Figure 1. Cells colored by class.
The bar under the picture is 50 um long. Fill, decap, tap and diode cells in gray.
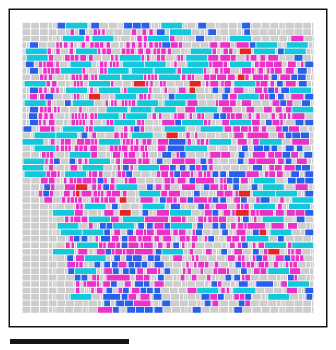
Figure 2. Metal 2.
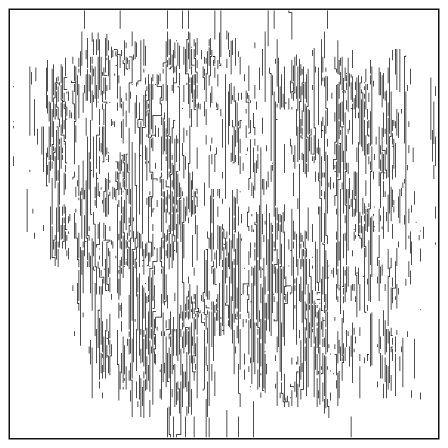
**src/rtl/diagnostics_ctrl.sv**
```systemverilog
// diagnostics_ctrl: SPI-command diagnostics controller (halt, ranged memory read/write, config/status readback)
// Ports:
//   fpga_clk, fpga_reset       clock, asynchronous active-low reset
//   rx_dv, rx_byte             received command/data byte strobe from the SPI slave
//   tx_dv, tx_byte             reply byte load strobe to the SPI slave
//   spi_cs_n                   SPI chip select; a rising edge aborts any range transfer
//   halt                       holds the CPU while memory is owned by this block
//   address, data_out, cs, we  memory bus master outputs
//   mem_data_in                memory read data, valid RD_LATENCY cycles after address changes
//   configuration              board straps, captured once after reset
module diagnostics_ctrl #(
    parameter int ADDR_WIDTH      = 16,
    parameter int CONFIG_WIDTH    = 2,
    parameter int RD_LATENCY      = 1,
    parameter int WE_PULSE_CYCLES = 1
) (
    input  logic                    fpga_clk,
    input  logic                    fpga_reset,
    input  logic                    rx_dv,
    input  logic [7:0]              rx_byte,
    output logic                    tx_dv,
    output logic [7:0]              tx_byte,
    input  logic                    spi_cs_n,
    output logic                    halt,
    output logic [ADDR_WIDTH-1:0]   address,
    input  logic [7:0]              mem_data_in,
    output logic [7:0]              data_out,
    output logic                    cs,
    output logic                    we,
    input  logic [CONFIG_WIDTH-1:0] configuration
);
    localparam int NA = (ADDR_WIDTH + 7) / 8;
    localparam int HW = 16 * NA;
    localparam int CW = ADDR_WIDTH + 1;
    localparam logic [2:0] H_LAST = 3'(2 * NA - 1);
    localparam logic [2:0] H_ONE = 3'd1;
    localparam logic [3:0] RD_LAT = 4'(RD_LATENCY);
    localparam logic [3:0] WE_LEN = 4'(WE_PULSE_CYCLES);
    localparam logic [3:0] L_ONE = 4'd1;
    localparam logic [CW-1:0] C_ONE = CW'(1);
    localparam logic [ADDR_WIDTH-1:0] A_ONE = ADDR_WIDTH'(1);

    typedef enum logic [3:0] {
        ST_STARTUP, ST_RUNNING, ST_HALTED, ST_REPLY, ST_HDR, ST_RD_WAIT,
        ST_RD_SEND, ST_WR_IDLE, ST_WR_PULSE, ST_WR_REC, ST_CK_WAIT
    } state_t;

    state_t                r_state, w_state;
    logic                  r_halt, w_halt, r_cs, w_cs, r_we, w_we, r_tx_dv, w_tx_dv;
    logic                  r_abort, w_abort_f, r_ovr, w_ovr, r_wr, w_wr, r_pend, w_pend, r_csn_d;
    logic [ADDR_WIDTH-1:0] r_addr, w_addr;
    logic [7:0]            r_dout, w_dout, r_tx_byte, w_tx_byte, r_cfg, w_cfg, r_csum, w_csum, r_pbyte, w_pbyte;
    logic [HW-9:0]         r_hdr, w_hdr;
    logic [2:0]            r_hcnt, w_hcnt;
    logic [3:0]            r_lat, w_lat;
    logic [CW-1:0]         r_cnt, w_cnt;
    logic                  w_rx, w_abort;
    logic [7:0]            w_byte;
    logic [HW-1:0]         w_hdr_new;

    // A byte that arrived while the FSM was busy with an internal step is replayed one cycle later.
    assign w_rx      = rx_dv | r_pend;
    assign w_byte    = r_pend ? r_pbyte : rx_byte;
    assign w_hdr_new = {r_hdr, w_byte};
    assign w_abort   = spi_cs_n & ~r_csn_d & (r_state inside {ST_HDR, ST_RD_WAIT, ST_RD_SEND,
                       ST_WR_IDLE, ST_WR_PULSE, ST_WR_REC, ST_CK_WAIT});

    always_comb begin
        w_state   = r_state;
        w_halt    = r_halt;
        w_cs      = r_cs;
        w_we      = r_we;
        w_tx_dv   = 1'b0;
        w_tx_byte = r_tx_byte;
        w_abort_f = r_abort;
        w_ovr     = r_ovr;
        w_wr      = r_wr;
        w_pend    = 1'b0;
        w_pbyte   = r_pbyte;
        w_addr    = r_addr;
        w_dout    = r_dout;
        w_cfg     = r_cfg;
        w_csum    = r_csum;
        w_hdr     = r_hdr;
        w_hcnt    = r_hcnt;
        w_lat     = r_lat;
        w_cnt     = r_cnt;
        if (w_abort) begin
            w_state   = ST_HALTED;
            w_cs      = 1'b0;
            w_we      = 1'b0;
            w_abort_f = 1'b1;
        end else begin
            case (r_state)
                ST_STARTUP: begin
                    w_cfg = '0;
                    w_cfg[CONFIG_WIDTH-1:0] = configuration;
                    w_state = ST_RUNNING;
                    w_pend  = w_rx;
                    w_pbyte = w_byte;
                end
                ST_RUNNING, ST_HALTED: begin
                    if (w_rx) begin
                        case (w_byte)
                            8'hAA: begin
                                w_halt  = 1'b1;
                                w_state = ST_HALTED;
                            end
                            8'h55: begin
                                w_halt  = 1'b0;
                                w_state = ST_RUNNING;
                            end
                            8'h77: begin
                                w_tx_byte = r_cfg;
                                w_tx_dv   = 1'b1;
                                w_state   = ST_REPLY;
                            end
                            8'h33: begin
                                w_tx_byte = {r_halt, 5'b0, r_abort, r_ovr};
                                w_tx_dv   = 1'b1;
                                w_abort_f = 1'b0;
                                w_ovr     = 1'b0;
                                w_state   = ST_REPLY;
                            end
                            8'h66, 8'h99: begin
                                w_state = r_halt ? ST_HDR : r_state;
                                w_wr    = w_byte == 8'h99;
                                w_hcnt  = '0;
                                w_csum  = r_halt ? 8'h00 : r_csum;
                            end
                            default: ;
                        endcase
                    end
                end
                ST_REPLY: w_state = w_rx ? (r_halt ? ST_HALTED : ST_RUNNING) : r_state;
                ST_HDR: begin
                    if (w_rx) begin
                        w_hdr  = w_hdr_new[HW-9:0];
                        w_hcnt = r_hcnt + H_ONE;
                        if (r_hcnt == H_LAST) begin
                            w_addr  = w_hdr_new[NA*8 +: ADDR_WIDTH];
                            // A zero length selects the whole 2^ADDR_WIDTH map via the extra counter bit.
                            w_cnt   = {~|w_hdr_new[ADDR_WIDTH-1:0], w_hdr_new[ADDR_WIDTH-1:0]};
                            w_cs    = 1'b1;
                            w_lat   = '0;
                            w_state = r_wr ? ST_WR_IDLE : ST_RD_WAIT;
                        end
                    end
                end
                ST_RD_WAIT: begin
                    w_pend  = w_rx;
                    w_pbyte = w_byte;
                    w_lat   = r_lat + L_ONE;
                    if (r_lat == RD_LAT) begin
                        w_tx_byte = mem_data_in;
                        w_tx_dv   = 1'b1;
                        w_csum    = r_csum + mem_data_in;
                        w_state   = ST_RD_SEND;
                    end
                end
                ST_RD_SEND: begin
                    if (w_rx) begin
                        w_addr    = r_addr + A_ONE;
                        w_cnt     = r_cnt - C_ONE;
                        w_lat     = '0;
                        w_tx_byte = r_cnt == C_ONE ? r_csum : r_tx_byte;
                        w_tx_dv   = r_cnt == C_ONE;
                        w_state   = r_cnt == C_ONE ? ST_CK_WAIT : ST_RD_WAIT;
                    end
                end
                ST_WR_IDLE: begin
                    if (w_rx) begin
                        w_dout  = w_byte;
                        w_we    = 1'b1;
                        w_lat   = L_ONE;
                        w_state = ST_WR_PULSE;
                    end
                end
                ST_WR_PULSE: begin
                    w_ovr   = r_ovr | rx_dv;
                    w_lat   = r_lat + L_ONE;
                    w_we    = r_lat != WE_LEN;
                    w_state = r_lat == WE_LEN ? ST_WR_REC : r_state;
                end
                ST_WR_REC: begin
                    w_ovr     = r_ovr | rx_dv;
                    w_addr    = r_addr + A_ONE;
                    w_csum    = r_csum + r_dout;
                    w_cnt     = r_cnt - C_ONE;
                    w_tx_byte = r_cnt == C_ONE ? r_csum + r_dout : r_tx_byte;
                    w_tx_dv   = r_cnt == C_ONE;
                    w_state   = r_cnt == C_ONE ? ST_CK_WAIT : ST_WR_IDLE;
                end
                ST_CK_WAIT: begin
                    w_cs    = w_rx ? 1'b0 : r_cs;
                    w_state = w_rx ? ST_HALTED : r_state;
                end
                default: w_state = ST_STARTUP;
            endcase
        end
    end

    always_ff @(posedge fpga_clk or negedge fpga_reset) begin
        if (!fpga_reset) begin
            r_state   <= ST_STARTUP;
            r_halt    <= 1'b0;
            r_cs      <= 1'b0;
            r_we      <= 1'b0;
            r_tx_dv   <= 1'b0;
            r_tx_byte <= '0;
            r_abort   <= 1'b0;
            r_ovr     <= 1'b0;
            r_wr      <= 1'b0;
            r_pend    <= 1'b0;
            r_pbyte   <= '0;
            r_csn_d   <= 1'b1;
            r_addr    <= '0;
            r_dout    <= '0;
            r_cfg     <= '0;
            r_csum    <= '0;
            r_hdr     <= '0;
            r_hcnt    <= '0;
            r_lat     <= '0;
            r_cnt     <= '0;
        end else begin
            r_state   <= w_state;
            r_halt    <= w_halt;
            r_cs      <= w_cs;
            r_we      <= w_we;
            r_tx_dv   <= w_tx_dv;
            r_tx_byte <= w_tx_byte;
            r_abort   <= w_abort_f;
            r_ovr     <= w_ovr;
            r_wr      <= w_wr;
            r_pend    <= w_pend;
            r_pbyte   <= w_pbyte;
            r_csn_d   <= spi_cs_n;
            r_addr    <= w_addr;
            r_dout    <= w_dout;
            r_cfg     <= w_cfg;
            r_csum    <= w_csum;
            r_hdr     <= w_hdr;
            r_hcnt    <= w_hcnt;
            r_lat     <= w_lat;
            r_cnt     <= w_cnt;
        end
    end

    assign tx_dv    = r_tx_dv;
    assign tx_byte  = r_tx_byte;
    assign halt     = r_halt;
    assign address  = r_addr;
    assign data_out = r_dout;
    assign cs       = r_cs;
    assign we       = r_we;
endmodule
```
**config.mk**
```make
export PLATFORM = sky130hd
export DESIGN_NAME = diagnostics_ctrl
export DESIGN_NICKNAME = d
export VERILOG_FILES = /design/src/rtl/diagnostics_ctrl.sv
export SDC_FILE = /design/constraint.sdc
export NUM_CORES = 1
export LEC_CHECK = 0
export ABC_AREA = 0
export CAP_MARGIN = 30
export CORE_MARGIN = 5
export CORE_UTILIZATION = 45
export CTS_BUF_LIST = sky130_fd_sc_hd__clkbuf_4 sky130_fd_sc_hd__clkbuf_8
export CTS_CLUSTER_DIAMETER = 40
export CTS_CLUSTER_SIZE = 10
export DETAILED_ROUTE_END_ITERATION = 16
export PLACE_DENSITY = 0.69
export SYNTH_ARGS = -nofsm -noshare
export SYNTH_HDL_FRONTEND = slang
export SYNTH_SLANG_ARGS = --single-unit
```
**constraint.sdc**
```tcl
create_clock -name fpga_clk -period 2.3 [get_ports fpga_clk]
set_input_delay 0.345 -clock fpga_clk [delete_from_list [all_inputs] [get_ports fpga_clk]]
set_output_delay 0.345 -clock fpga_clk [all_outputs]
set_load 0.05 [all_outputs]
```
==> job_summary.md <==
### Yosys + OpenROAD results

| Metric | Value |
|---|---|
| Post CTS Setup Buffer Count | 10 |
| Slew @ Worst Pin | between 0.5 and 0.6 ns |
| P&R area growth vs syn | 33.90% |
| Final setup viols | 18 |
| Worst setup path end | r_csum[2] |
| Fin crit share | 106.0% |
| Global routing usage on met3 | under 10% |
| Hold WS | around 0.38 ns |
| Final HPWL DP | about 16000 um |
| Worst reg2reg path depth | 6 |
| Register area | 2788 um2 |
| Top_reg_cell synth | dfrtp_1 |
| Fmax | roughly 410 MHz |
| Fin. Hold Viols | 0 |
| Die Span Y | 133.1 um |
| Worst setup path class | reg -> reg |
| Failing checks | negative setup slack |
| Simple share | 19.85% |
| Internal reg-to-reg setup slack | -0.14 ns |
| Pwr dens | 1158 nW/um2 |
| Post-Syn Nets | 818 |
| Leakage | 4.032 nW |
| DRC | 0 |
| Max-cap violation count | 0 |
| M1 GR Usage | 32.45% |
| Largest net degree at the start of global routing | 60 |
| RR Startpoint | r_pend |
| Sequential share of power | 32.7% |
| Crit path cell chain | or3b_4, a22oi_4, a32oi_2, o41a_1, buf_6, mux2_2 |
| Pwr top | combinational cells |
| Clock transition at path regs | 0.11 ns |
| Outcome | finished with violations |
| PostCTS Resize Cnt | 39 |
| Die area | 17700 um2 |
| Vias in the first global route | 6771 |
| Clock group share of total power | 10.9% |
| GP Congestion | about 0.94 |
| Smallest setup slack after layout | -0.1383 ns |
| Crit path buf inv count | 1 |
| Gate Area | 4069 um2 |
| Fin cells | 1142 |
| Adder Share, Synth | 4.444% |
| Setup_tns | -1.806 ns |
-- Figure 1 (at the start) --
sequential cells: drawn in cyan, cells 111, share of their area 31%. clock drivers and dummy loads: drawn in red, cells 15, share of their area 2.0%. remaining logic cells: drawn in magenta, cells 621, share of their area 46%. remaining buffers and delay cells: drawn in blue, cells 207, share of their area 20%.
core area: 15030 um2
post-layout util: 60.69%

-- Figure 2 (at the start) --
875 nets have wire on it. The wires run mostly vertical. The longest straight run is 49.0 um.
final wirelength: 21700 um
total number of vias: 6802
GR Util met2: 41.22%

## placed cells by master, fill, tap and decap left out, types with 4 or more instances in the layout
master and n:
mux2i_1 14, o21ai_1 4, o22ai_1 11, o21ai_0 79
nor2b_1 6, nand3_1 21, mux2_4 10, o21ai_2 4
nor4_1 5, xor2_1 7, nand4_1 11, nand2b_1 6
buf_4 135, nand3b_1 5, nor3b_1 6, buf_12 5
a22o_1 6, a21oi_1 60, a211oi_1 5, buf_6 10
o31ai_1 7, o211ai_1 4, nor2_1 45, inv_1 14
nor3_2 4, clkbuf_8 9, dfrtp_1 103, nand2_1 124
a22oi_1 12, clkdlybuf4s50_1 56, ha_1 19, nor3_1 11
xnor2_1 7, mux2_2 6, nand2_2 4, dfrtp_2 7
a21o_1 4
## layer usage
| metal | routed length (um) | vias up |
|---|---|---|
| met2 | 10580 | 236 |
| li1 | - | 3193 |
| met1 | 9363 | 3333 |
| met5 | 0 | - |
| met3 | 1208 | 40 |
| met4 | 544 | 0 |
## worst reg2reg max path, stage by stage, from the launching register on
cell and delay, ns:
dfrtp_2 0.52, or3b_4 0.46, a22oi_4 0.26, a32oi_2 0.18
o41a_1 0.45, buf_6 0.19, mux2_2 0.27
## sequential cells by signal, summed over array words and instances (netlist names), 2 cells and up
| signal | cells |
|---|---|
| r_state | 4 |
| r_cnt | 17 |
| r_hdr | 24 |
| r_hcnt | 3 |
| tx_byte | 8 |
| r_lat | 4 |
| address | 16 |
| data_out | 8 |
| r_cfg | 2 |
| r_csum | 8 |
| r_pbyte | 8 |
## synthesized netlist by cell type (all sizes together) (3+ instances only)
library cell | instances | area (um2)
a211oi | 7 | 57.55
a21o | 5 | 38.79
a21oi | 62 | 310.3
a22o | 6 | 52.55
a22oi | 14 | 123.9
a2bb2oi | 3 | 26.28
a31oi | 4 | 31.28
a32oi | 3 | 33.79
and3 | 3 | 20.02
buf | 9 | 55.05
clkbuf | 32 | 160.1
dfrtp | 110 | 2753
ha | 21 | 262.8
inv | 14 | 52.55
mux2 | 16 | 180.2
mux2i | 15 | 150.1
nand2 | 129 | 484.2
nand2b | 6 | 37.54
nand3 | 23 | 115.1
nand3b | 5 | 37.54
nand4 | 11 | 68.82
nor2 | 46 | 172.7
nor2b | 7 | 43.79
nor3 | 16 | 80.08
nor3b | 6 | 45.04
nor4 | 6 | 37.54
o211ai | 4 | 30.03
o21a | 3 | 22.52
o21ai | 88 | 444.2
o21bai | 3 | 22.52
o22ai | 13 | 81.33
o2bb2ai | 3 | 26.28
o31ai | 8 | 60.06
o32ai | 3 | 33.79
or3 | 5 | 37.54
or3b | 3 | 26.28
xnor2 | 7 | 61.31
xor2 | 7 | 61.31
## cell families (layout without fill, tap and decap cells)
logic type,Yosys count,in the layout
fa+ha+maj,23,23
xor+xnor,14,14
buf+inv,56,237
compound gates,256,256
flops,111,111
mux,31,31
simple gates,282,282
## area by class of cell
class                           count  share of cell area, %
Inverter                           15                 0.6171
Multi-Input combinational cell    606                  44.60
Clock buffer                        9                  1.358
Tap cell                          188                  2.578
Sequential cell                   111                  30.55
Clock inverter                      6                 0.6034
Timing Repair Buffer              207                  19.69
Power and IR drop assume default switching activity.
